**src/rtl/alu_seq_if.sv**
```systemverilog
// Command/result bus of alu_seq: operand/opcode channel in, result/flags channel out,
// each with its own valid/ready pair.
interface alu_seq_if #(
  parameter int WIDTH = 8
);
  logic               in_valid;
  logic               in_ready;
  logic [WIDTH-1:0]   A;
  logic [WIDTH-1:0]   B;
  logic [2:0]         opcode;
  logic               out_valid;
  logic               out_ready;
  logic [2*WIDTH-1:0] out;
  logic               flag_z;
  logic               flag_c;
  logic               flag_v;
  logic               flag_n;
  logic               flag_err;

  modport master (
    output in_valid, A, B, opcode, out_ready,
    input  in_ready, out_valid, out, flag_z, flag_c, flag_v, flag_n, flag_err
  );

  modport slave (
    input  in_valid, A, B, opcode, out_ready,
    output in_ready, out_valid, out, flag_z, flag_c, flag_v, flag_n, flag_err
  );
endinterface

```
**src/rtl/alu_seq.sv**
```systemverilog
// Handshaked ALU with registered result and flags; single-cycle logic/add/sub and an
// iterative shift-add multiplier producing the full 2*WIDTH product in WIDTH cycles.
module alu_seq #(
  parameter int WIDTH = 8
) (
  input logic        clk,
  input logic        rst,
  alu_seq_if.slave   bus
);

  localparam int CNT_W = $clog2(WIDTH + 1);

  localparam logic [2:0] OP_NOT = 3'b000;
  localparam logic [2:0] OP_OR  = 3'b001;
  localparam logic [2:0] OP_XOR = 3'b010;
  localparam logic [2:0] OP_AND = 3'b011;
  localparam logic [2:0] OP_MUL = 3'b100;
  localparam logic [2:0] OP_ADD = 3'b101;
  localparam logic [2:0] OP_SUB = 3'b110;

  typedef enum logic {
    IDLE,
    MUL
  } state_t;

  state_t             state_q, state_d;
  logic               out_valid_q, out_valid_d;
  logic [2*WIDTH-1:0] out_q, out_d;
  logic               flag_z_q, flag_z_d;
  logic               flag_c_q, flag_c_d;
  logic               flag_v_q, flag_v_d;
  logic               flag_n_q, flag_n_d;
  logic               flag_err_q, flag_err_d;
  logic [2*WIDTH-1:0] mcand_q, mcand_d;
  logic [WIDTH-1:0]   mplier_q, mplier_d;
  logic [2*WIDTH-1:0] acc_q, acc_d;
  logic [CNT_W-1:0]   cnt_q, cnt_d;

  logic               in_ready;
  logic               accept;
  logic [WIDTH-1:0]   alu_res;
  logic               alu_c;
  logic               alu_v;
  logic               alu_err;
  logic [WIDTH-1:0]   b_op;
  logic [WIDTH:0]     sum_ext;
  logic [2*WIDTH-1:0] acc_sum;

  assign in_ready      = (state_q == IDLE) && (!out_valid_q || bus.out_ready);
  assign accept        = bus.in_valid && in_ready;
  assign bus.in_ready  = in_ready;
  assign bus.out_valid = out_valid_q;
  assign bus.out       = out_q;
  assign bus.flag_z    = flag_z_q;
  assign bus.flag_c    = flag_c_q;
  assign bus.flag_v    = flag_v_q;
  assign bus.flag_n    = flag_n_q;
  assign bus.flag_err  = flag_err_q;

  // Single-cycle datapath; SUB shares the adder as A + ~B + 1, so the adder carry is
  // the inverted borrow and one overflow rule covers both ADD and SUB.
  always_comb begin
    alu_res = '0;
    alu_c   = 1'b0;
    alu_v   = 1'b0;
    alu_err = 1'b0;
    b_op    = (bus.opcode == OP_SUB) ? ~bus.B : bus.B;
    sum_ext = {1'b0, bus.A} + {1'b0, b_op} + {{WIDTH{1'b0}}, (bus.opcode == OP_SUB)};
    case (bus.opcode)
      OP_NOT: alu_res = ~bus.A;
      OP_OR:  alu_res = bus.A | bus.B;
      OP_XOR: alu_res = bus.A ^ bus.B;
      OP_AND: alu_res = bus.A & bus.B;
      OP_ADD, OP_SUB: begin
        alu_res = sum_ext[WIDTH-1:0];
        alu_c   = (bus.opcode == OP_SUB) ? ~sum_ext[WIDTH] : sum_ext[WIDTH];
        alu_v   = (bus.A[WIDTH-1] == b_op[WIDTH-1]) &&
                  (sum_ext[WIDTH-1] != bus.A[WIDTH-1]);
      end
      OP_MUL:  alu_res = '0;
      default: alu_err = 1'b1;
    endcase
  end

  // Control and multiplier step: the accumulator value of the final step is loaded
  // straight into the result so the product appears on the WIDTH-th edge.
  always_comb begin
    state_d     = state_q;
    out_valid_d = out_valid_q;
    out_d       = out_q;
    flag_z_d    = flag_z_q;
    flag_c_d    = flag_c_q;
    flag_v_d    = flag_v_q;
    flag_n_d    = flag_n_q;
    flag_err_d  = flag_err_q;
    mcand_d     = mcand_q;
    mplier_d    = mplier_q;
    acc_d       = acc_q;
    cnt_d       = cnt_q;
    acc_sum     = acc_q + (mplier_q[0] ? mcand_q : '0);

    case (state_q)
      IDLE: begin
        if (accept) begin
          if (bus.opcode == OP_MUL) begin
            mcand_d     = {{WIDTH{1'b0}}, bus.A};
            mplier_d    = bus.B;
            acc_d       = '0;
            cnt_d       = CNT_W'(WIDTH);
            out_valid_d = 1'b0;
            state_d     = MUL;
          end else begin
            out_d       = {{WIDTH{1'b0}}, alu_res};
            flag_z_d    = (alu_res == '0);
            flag_c_d    = alu_c;
            flag_v_d    = alu_v;
            flag_n_d    = alu_res[WIDTH-1];
            flag_err_d  = alu_err;
            out_valid_d = 1'b1;
          end
        end else if (out_valid_q && bus.out_ready) begin
          out_valid_d = 1'b0;
        end
      end

      MUL: begin
        acc_d    = acc_sum;
        mcand_d  = mcand_q << 1;
        mplier_d = mplier_q >> 1;
        cnt_d    = cnt_q - CNT_W'(1);
        if (cnt_q == CNT_W'(1)) begin
          out_d       = acc_sum;
          flag_z_d    = (acc_sum == '0);
          flag_c_d    = |acc_sum[2*WIDTH-1:WIDTH];
          flag_v_d    = 1'b0;
          flag_n_d    = 1'b0;
          flag_err_d  = 1'b0;
          out_valid_d = 1'b1;
          state_d     = IDLE;
        end
      end

      default: state_d = IDLE;
    endcase
  end

  always_ff @(posedge clk or posedge rst) begin
    if (rst) begin
      state_q     <= IDLE;
      out_valid_q <= 1'b0;
      out_q       <= '0;
      flag_z_q    <= 1'b0;
      flag_c_q    <= 1'b0;
      flag_v_q    <= 1'b0;
      flag_n_q    <= 1'b0;
      flag_err_q  <= 1'b0;
      mcand_q     <= '0;
      mplier_q    <= '0;
      acc_q       <= '0;
      cnt_q       <= '0;
    end else begin
      state_q     <= state_d;
      out_valid_q <= out_valid_d;
      out_q       <= out_d;
      flag_z_q    <= flag_z_d;
      flag_c_q    <= flag_c_d;
      flag_v_q    <= flag_v_d;
      flag_n_q    <= flag_n_d;
      flag_err_q  <= flag_err_d;
      mcand_q     <= mcand_d;
      mplier_q    <= mplier_d;
      acc_q       <= acc_d;
      cnt_q       <= cnt_d;
    end
  end

endmodule

```
**src/flat_wrapper.sv**
```systemverilog
// flat-port wrapper written by rule: the top's interface ports become plain ports
module alu_seq_flat 
#(
  parameter int WIDTH = 8
)
  (clk, rst, bus_in_valid, bus_A, bus_B, bus_opcode, bus_out_ready, bus_in_ready, bus_out_valid, bus_out, bus_flag_z, bus_flag_c, bus_flag_v, bus_flag_n, bus_flag_err);
  alu_seq_if #(.WIDTH(WIDTH)) bus_i ();
  input logic clk;
  input logic rst;
  input wire logic [$bits(bus_i.in_valid)-1:0] bus_in_valid;
  input wire logic [$bits(bus_i.A)-1:0] bus_A;
  input wire logic [$bits(bus_i.B)-1:0] bus_B;
  input wire logic [$bits(bus_i.opcode)-1:0] bus_opcode;
  input wire logic [$bits(bus_i.out_ready)-1:0] bus_out_ready;
  output wire logic [$bits(bus_i.in_ready)-1:0] bus_in_ready;
  output wire logic [$bits(bus_i.out_valid)-1:0] bus_out_valid;
  output wire logic [$bits(bus_i.out)-1:0] bus_out;
  output wire logic [$bits(bus_i.flag_z)-1:0] bus_flag_z;
  output wire logic [$bits(bus_i.flag_c)-1:0] bus_flag_c;
  output wire logic [$bits(bus_i.flag_v)-1:0] bus_flag_v;
  output wire logic [$bits(bus_i.flag_n)-1:0] bus_flag_n;
  output wire logic [$bits(bus_i.flag_err)-1:0] bus_flag_err;
  assign bus_i.in_valid = bus_in_valid;
  assign bus_i.A = bus_A;
  assign bus_i.B = bus_B;
  assign bus_i.opcode = bus_opcode;
  assign bus_i.out_ready = bus_out_ready;
  assign bus_in_ready = bus_i.in_ready;
  assign bus_out_valid = bus_i.out_valid;
  assign bus_out = bus_i.out;
  assign bus_flag_z = bus_i.flag_z;
  assign bus_flag_c = bus_i.flag_c;
  assign bus_flag_v = bus_i.flag_v;
  assign bus_flag_n = bus_i.flag_n;
  assign bus_flag_err = bus_i.flag_err;
  alu_seq #(.WIDTH(WIDTH)) u_core (.clk(clk), .rst(rst), .bus(bus_i));
endmodule
```
**config.mk**
```make
export PLATFORM = sky130hd
export DESIGN_NAME = alu_seq_flat
export DESIGN_NICKNAME = d
export VERILOG_FILES = /design/src/rtl/alu_seq_if.sv /design/src/rtl/alu_seq.sv /design/src/flat_wrapper.sv
export SDC_FILE = /design/constraint.sdc
export NUM_CORES = 1
export LEC_CHECK = 0
export ABC_CLOCK_PERIOD_IN_PS = 6340
export CAP_MARGIN = 15
export CORE_UTILIZATION = 42
export CTS_BUF_LIST = sky130_fd_sc_hd__clkbuf_8
export DETAILED_ROUTE_END_ITERATION = 10
export PLACE_DENSITY_LB_ADDON = 0.15
export SLEW_MARGIN = 40
export SYNTH_ARGS = -nofsm -noshare
export SYNTH_HDL_FRONTEND = slang
export SYNTH_SLANG_ARGS = --single-unit
```
**constraint.sdc**
```tcl
create_clock -name clk -period 6.34 [get_ports clk]
set_input_delay 1.585 -clock clk [delete_from_list [all_inputs] [get_ports clk]]
set_output_delay 1.585 -clock clk [all_outputs]
set_load 0.03 [all_outputs]
```
==> run summary <==
run results: post-route insts no fill 706, Worst Path Required 6590 ps, number of global-route vias before repair 3,707, post-CTS resize count 0, syn_area_per_cell 8.70 um^2, CTS Root Cell clkbuf_8, Setup WS pre-CTS 1210 ps, Clock transition at path regs 70 ps, die area 11,400 um^2, ao+oa area frac 19.0%, worst-margin pin slew 744 ps, final setup fails 0, fmax 206 MHz, Finished Core Util 51.0%, IO Port Bufs 45, hold crit path type flip-flop to flip-flop, DP Wirelength 8.40 mm, crit start category input pin, vias per cell 5.49, synth unique cells 64, yosys adder share 11.7%, busiest layer in global routing met2, Critical R2R Launch u_core.mplier_q[0]$_DFFE_PP0P_, Post-Syn Nets 597, Setup Buffers After CTS 0, Setup CP Type input pin to flip-flop, # DRC 0, met3 GRT Util 3.89%, met1 usage 30.2%, WL met1 5.44 mm, routed len/inst 15.9 um, post-route ant nets 0, FP Core Util 44.0%, top cells, area dfrtp_1, ha_1, nand2_1, num ports 46, final worst slack 1490 ps, Synth mux share 2.68%, MaxCap Viol Count 0, top-area cell type share of the netlist area 36.2%, Inserted Diodes 0, Cell Area, Synth 4630 um^2, # Cells Yosys 532, RSZ-0062 raised after global routing false, Hold Vio Cnt, Final 0, Synth flops 67, post-synth tally of flip-flops with integrated enable 0, first drt pass iteration count 4, GR Util met2 33.2%, yosys warning tally 0, die height 107 um, crit path to u_core.bus.flag_z$_DFFE_PP0P_, peak supply drop 0.272 mV, status finished clean, Gate Count Post-Synth 532, top comb family, area simple AND/OR/NAND/NOR gates, Final Cycle Share 76.5%, Top Layer Used met4, Period minus WS final 4850 ps, global-route wire length before repair 18.8 mm, Yosys top cell by area dfrtp_1, Chip Width 107 um, gr ovfl total 0
-- Yosys cell counts, types with 3 or more instances --
master	number
clkbuf_1	21
buf_1	3
mux2i_1	9
nor3_1	9
a21oi_1	18
o21bai_1	3
o21ai_1	11
o22ai_1	11
ha_1	40
dfrtp_1	67
a211oi_1	10
xor2_1	11
a21o_1	3
nand2_1	93
nor2_1	29
and3_1	3
a22oi_1	11
nor4_1	10
nand3_1	14
xnor2_1	16
o21ai_0	31
and2_1	17
inv_1	30
o211ai_1	3
a22o_1	12
-- sequential cells by signal, summed over array words and instances (netlist names) --
| register | flops |
|---|---|
| u_core.bus.flag_v | 1 |
| u_core.bus.flag_z | 1 |
| u_core.bus.out_valid | 1 |
| u_core.bus.flag_err | 1 |
| u_core.cnt_q | 4 |
| u_core.mplier_q | 8 |
| u_core.bus.flag_c | 1 |
| u_core.acc_q | 16 |
| u_core.bus.flag_n | 1 |
| u_core.mcand_q | 16 |
| u_core.bus.out | 16 |
| u_core.state_q | 1 |
-- critical path, cell delays in order --
cell             delay (ps)
clkdlybuf4s50_1         730
nor2b_1                 270
nand2_1                 300
xnor2_1                 280
fa_1                    470
a211oi_1                300
o21bai_1                120
a21oi_1                 220
xor2_1                  160
o21ai_0                 130
nor4_1                  310
a22oi_1                 120
o31ai_1                  90
-- area by class of cell --
| type | instances | area [um^2] |
|---|---|---|
| Fill cell | 1011 | 5150 |
| Clock inverter | 5 | 27.5 |
| Sequential cell | 67 | 1680 |
| Clock buffer | 11 | 151 |
| Inverter | 30 | 113 |
| Multi-Input combinational cell | 408 | 2740 |
| Tap cell | 136 | 170 |
| Timing Repair Buffer | 49 | 484 |
-- power breakdown --
part	switching, uW	internal [uW]	leakage [uW]
clock network	164	160	0.0000949
registers	110	590	0.000878
logic	624	390	0.00154
total	897	1140	0.00251
Sequential cells grouped by signal name:
Scale bar: 20 um.
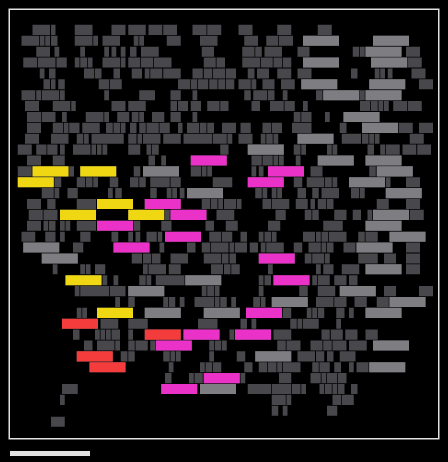
- red: u_core.cnt_q (placed flops 4; where bottom left)
- yellow: u_core.mplier_q (placed flops 8; where left middle)
- magenta: u_core.mcand_q (placed flops 16)
- not coloured: 39

Metal layers overlaid:
Scale bar: 20 um. Two of the layers only.
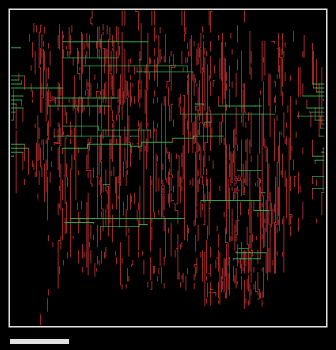
- green: met3 (wire length 555 um)
- red: met2 (wire length 5,110 um)

Power and IR drop assume default switching activity.
